$ cat src/rtl/tick_recovery_pkg.sv
// Purpose: shared types and parameter-derived helpers for tick_recovery.
// Latency: n/a (declarations only).
// Backpressure: n/a.
//
// state_t     : recovery FSM states.
// lo_bound    : lower edge of the accepted period window, clamped at 0.
// hi_bound    : upper edge of the accepted period window.
// timeout_cnt : counter value at which a missing edge declares loss.
package tick_recovery_pkg;

  typedef enum logic [1:0] {
    IDLE    = 2'd0,
    MEASURE = 2'd1,
    LOCKED  = 2'd2,
    LOST    = 2'd3
  } state_t;

  function automatic longint unsigned lo_bound(input int unsigned nom, input int unsigned tol);
    return (nom > tol) ? 64'(nom - tol) : 64'd0;
  endfunction

  function automatic longint unsigned hi_bound(input int unsigned nom, input int unsigned tol);
    return 64'(nom) + 64'(tol);
  endfunction

  // The counter reads cnt = k-1 in the k-th cycle after a tick, so cnt hitting
  // 2*nom-1 means two full nominal periods have passed without an edge.
  function automatic longint unsigned timeout_cnt(input int unsigned nom);
    return (64'(nom) << 1) - 64'd1;
  endfunction

endpackage

$ cat src/rtl/tick_recovery_sync_edge.sv
// Purpose: synchronize an async level into clk12Mhz and emit rise/fall pulses.
// Latency: input stable before edge k -> pulse visible after edge k+STAGES.
// Backpressure: none; pulses are one cycle wide and never held.
//
// Ports: clk12Mhz, rst_n (async active-low), din (async level),
//        rise / fall (registered one-cycle pulses, mutually exclusive).
module sync_edge #(
  parameter int unsigned STAGES = 2
) (
  input  logic clk12Mhz,
  input  logic rst_n,
  input  logic din,
  output logic rise,
  output logic fall
);

  logic [STAGES-1:0] sync;
  logic              s_prev;

  always_ff @(posedge clk12Mhz or negedge rst_n) begin
    if (!rst_n) begin
      sync   <= '0;
      s_prev <= 1'b0;
      rise   <= 1'b0;
      fall   <= 1'b0;
    end else begin
      sync   <= {sync[STAGES-2:0], din};
      s_prev <= sync[STAGES-1];
      rise   <= sync[STAGES-1] & ~s_prev;
      fall   <= ~sync[STAGES-1] & s_prev;
    end
  end

endmodule

$ cat src/rtl/tick_recovery.sv
// Purpose: recover a slow square wave as clock-enable ticks, measure its period, track lock.
// Latency: tick 3 cycles after slow_in rises (default); period/locked/lost 1 cycle after tick.
// Backpressure: none; all outputs are free-running status and pulses.
//
// Ports: clk12Mhz, rst_n (async active-low), slow_in (async slow wave),
//        tick / fall_tick (edge pulses), period + period_valid (rise-to-rise
//        measurement), locked / lost (registered state decodes).
module tick_recovery
  import tick_recovery_pkg::*;
#(
  parameter int unsigned SYNC_STAGES    = 2,
  parameter int unsigned CNT_W          = 24,
  parameter int unsigned NOMINAL_PERIOD = 1200000,
  parameter int unsigned TOL            = 1024,
  parameter int unsigned LOCK_COUNT     = 4
) (
  input  logic             clk12Mhz,
  input  logic             rst_n,
  input  logic             slow_in,
  output logic             tick,
  output logic             fall_tick,
  output logic [CNT_W-1:0] period,
  output logic             period_valid,
  output logic             locked,
  output logic             lost
);

  // Window bounds carry one extra bit so NOMINAL_PERIOD+TOL cannot overflow.
  localparam logic [CNT_W:0]     LO_BOUND    = (CNT_W+1)'(lo_bound(NOMINAL_PERIOD, TOL));
  localparam logic [CNT_W:0]     HI_BOUND    = (CNT_W+1)'(hi_bound(NOMINAL_PERIOD, TOL));
  localparam logic [CNT_W-1:0]   TIMEOUT_CNT = CNT_W'(timeout_cnt(NOMINAL_PERIOD));
  localparam logic [CNT_W-1:0]   CNT_MAX     = '1;
  localparam int unsigned        MATCH_W     = $clog2(LOCK_COUNT + 1);
  localparam logic [MATCH_W-1:0] MATCH_LAST  = MATCH_W'(LOCK_COUNT - 1);

  if (SYNC_STAGES < 2) begin : g_bad_sync_stages
    $error("tick_recovery: SYNC_STAGES must be at least 2");
  end
  if (NOMINAL_PERIOD < 1 || LOCK_COUNT < 1) begin : g_bad_nominal
    $error("tick_recovery: NOMINAL_PERIOD and LOCK_COUNT must be at least 1");
  end
  if ((64'(NOMINAL_PERIOD) << 1) > ((64'd1 << CNT_W) - 64'd1)) begin : g_bad_cnt_w
    $error("tick_recovery: 2*NOMINAL_PERIOD does not fit in CNT_W bits");
  end

  sync_edge #(
    .STAGES (SYNC_STAGES)
  ) u_sync_edge (
    .clk12Mhz (clk12Mhz),
    .rst_n    (rst_n),
    .din      (slow_in),
    .rise     (tick),
    .fall     (fall_tick)
  );

  logic [CNT_W-1:0]   cnt;
  logic [CNT_W:0]     period_nx;
  logic               in_range;
  logic [MATCH_W-1:0] match;
  state_t             state;

  // cnt+1 in the tick cycle is the rise-to-rise distance in clk12Mhz cycles.
  assign period_nx = {1'b0, cnt} + 1'b1;
  assign in_range  = (period_nx >= LO_BOUND) && (period_nx <= HI_BOUND);

  always_ff @(posedge clk12Mhz or negedge rst_n) begin
    if (!rst_n) begin
      cnt <= '0;
    end else if (tick) begin
      cnt <= '0;
    end else if (cnt != CNT_MAX) begin
      cnt <= cnt + 1'b1;
    end
  end

  // locked/lost are assigned alongside each transition so they track the new
  // state in the same cycle the state register does.
  always_ff @(posedge clk12Mhz or negedge rst_n) begin
    if (!rst_n) begin
      state        <= IDLE;
      match        <= '0;
      period       <= '0;
      period_valid <= 1'b0;
      locked       <= 1'b0;
      lost         <= 1'b0;
    end else begin
      period_valid <= 1'b0;
      if (tick) begin
        // A tick always wins over a timeout landing in the same cycle.
        case (state)
          MEASURE: begin
            period       <= period_nx[CNT_W] ? CNT_MAX : period_nx[CNT_W-1:0];
            period_valid <= 1'b1;
            if (!in_range) begin
              match <= '0;
            end else if (match == MATCH_LAST) begin
              match  <= '0;
              state  <= LOCKED;
              locked <= 1'b1;
            end else begin
              match <= match + 1'b1;
            end
          end
          LOCKED: begin
            period       <= period_nx[CNT_W] ? CNT_MAX : period_nx[CNT_W-1:0];
            period_valid <= 1'b1;
            if (!in_range) begin
              match  <= '0;
              state  <= MEASURE;
              locked <= 1'b0;
            end
          end
          default: begin
            // IDLE or LOST: this edge only starts a fresh measurement.
            match  <= '0;
            state  <= MEASURE;
            locked <= 1'b0;
            lost   <= 1'b0;
          end
        endcase
      end else if ((state == MEASURE || state == LOCKED) && cnt == TIMEOUT_CNT) begin
        match  <= '0;
        state  <= LOST;
        locked <= 1'b0;
        lost   <= 1'b1;
      end
    end
  end

endmodule

$ cat config.mk
export PLATFORM = sky130hd
export DESIGN_NAME = tick_recovery
export DESIGN_NICKNAME = d
export VERILOG_FILES = /design/src/rtl/tick_recovery_pkg.sv /design/src/rtl/tick_recovery_sync_edge.sv /design/src/rtl/tick_recovery.sv
export SDC_FILE = /design/constraint.sdc
export NUM_CORES = 1
export LEC_CHECK = 0
export CAP_MARGIN = 20
export CORE_ASPECT_RATIO = 1.5
export CORE_MARGIN = 2
export CORE_UTILIZATION = 51
export DETAILED_ROUTE_END_ITERATION = 12
export PLACE_DENSITY_LB_ADDON = 0.05
export SYNTH_ARGS = -nofsm -noshare
export SYNTH_HDL_FRONTEND = slang
export SYNTH_SLANG_ARGS = --single-unit
$ cat constraint.sdc
create_clock -name clk12Mhz -period 2.85 [get_ports clk12Mhz]
set_input_delay 0.285 -clock clk12Mhz [delete_from_list [all_inputs] [get_ports clk12Mhz]]
set_output_delay 0.285 -clock clk12Mhz [all_outputs]
set_load 0.005 [all_outputs]
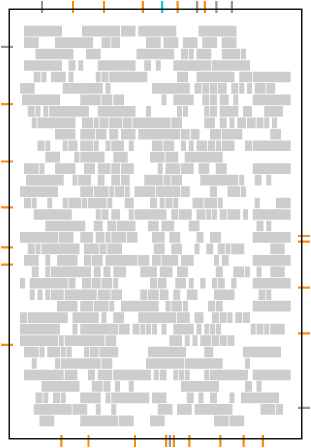
(ports around the boundary)
Pins as bars across the die edge, other pins in gray.
color	port	pins	direction	edge
cyan	fall_tick	1	output	top
orange	period	24	output	9 bottom, 6 left, 5 top, 4 right
chip height: 102 um
number of I/O port buffers: 31
die width: 69.0 um

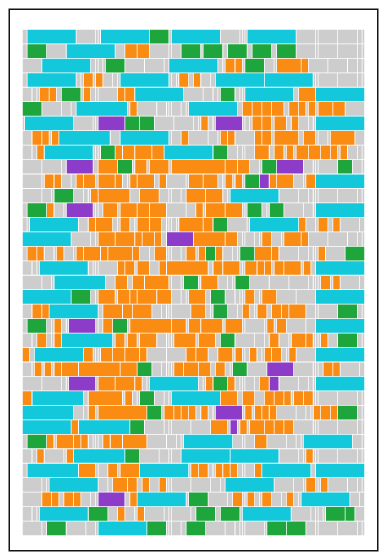
(cells colored by class)
Fill, decap, tap and diode cells in gray.
color	class	cells	share of their area
purple	clock drivers and dummy loads	14	4.2%
orange	all other logic	283	44%
green	other buffers and delay cells	58	13%
cyan	flip-flops	61	39%

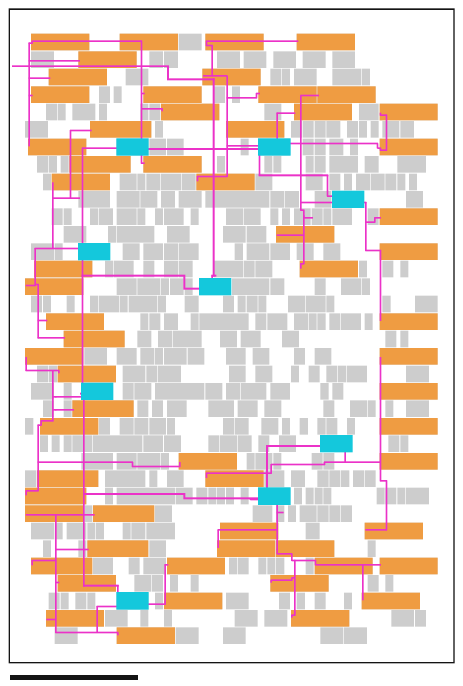
(routed clock nets over the placement)
The bar under the picture is 20 um long.
[orange] flip-flops | count: 61
[cyan] cells driving clock nets | count: 9
[magenta] clock wires | length: 825 um
flops lie	widely spread
routed clock nets	10

==> impl_metrics.json <==
{
  "grt_max_degree": 42,
  "mux_share_pct": 0.928,
  "p_total_mw": 1.90,
  "reg2reg_depth": 9,
  "worstHoldPathType": "primary input to asynchronous set/reset pin",
  "syn-num-nets": 372,
  "arrival_ns": 2.98,
  "buf_share_pct": 12.6,
  "flop_area_um2": 1540,
  "dp_hpwl_um": 5500,
  "dr.pass1.iters": 5,
  "mostFrequentLayoutCells": "nor2_1, dfrtp_1, nand2_1, o21ai_0, clkdlybuf4s50_1",
  "synth_area_leader_cell": "dfrtp_1",
  "cap_violations": 0,
  "ys_sh_xor_pct": 4.83,
  "clk_pin_slew_worst_paths_ns": 0.07,
  "wl_met3_um": 272,
  "edf_count": 0,
  "period_minus_slack_ns": 2.71,
  "fin_tns_setup_ns": 0,
  "status": "complete, no violations",
  "post-place-ws_ns": -0.0635,
  "nClkBuffers": 12,
  "clock-sinks": 61,
  "intPower_mw": 1.40,
  "power-top-group": "sequential cells",
  "insertion_delay_ns": 0.34,
  "comb_cell_power_mw": 0.257,
  "rrSetupSlack_ns": 0.14,
  "clockNetworkAreaShare_pct": 4.12,
  "critPathMaxStageDelay_ns": 0.49,
  "fin_nets": 421,
  "grt_pass1_wl_um": 12800,
  "worstPathRequired_ns": 3.12,
  "use_met3_pct": 5.77,
  "warning_count": 29,
  "seq_power_share_pct": 51.4,
  "inv_count": 13,
  "crit_chain": "ha_4, nand4_1, nor3_4, nand4_1, a32o_1, a311o_1, a2111oi_4, o21ai_1, a21oi_1",
  "top_cell": "dfrtp_1",
  "fp_util_pct": 52.8,
  "cts_tree": "done",
  "fmax_mhz": 369,
  "fin_crit_sh_pct": 95.1,
  "slew_viol_final": 0,
  "rsz0062_at_grt": "yes",
  "ys.warnings.count": 0,
  "relSlewSlack_pct": 41.6,
  "cts_buffer_depth": 2,
  "crit_path_start": "cnt[0]$_DFFE_PN0P_"
}
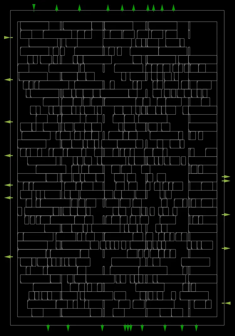
(cell outlines without signal wires)
core area: 6130 um^2
fraction of area in registers: 38.3%
FILL cells: 539
fin cells: 490
final core occ: 65.4%

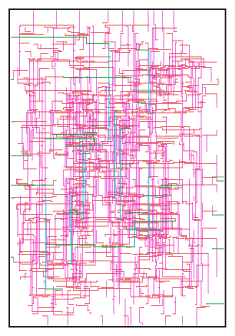
(signal wires by layer)
color	layer	wire length
green	met3	273 um
red	met1	3150 um
cyan	met4	235 um
magenta	met2	4060 um
all-layer global routing usage: 23.1%
vias: 2777
final WL: 7720 um
WL/cell: 15.8 um

Power and IR drop assume default switching activity.
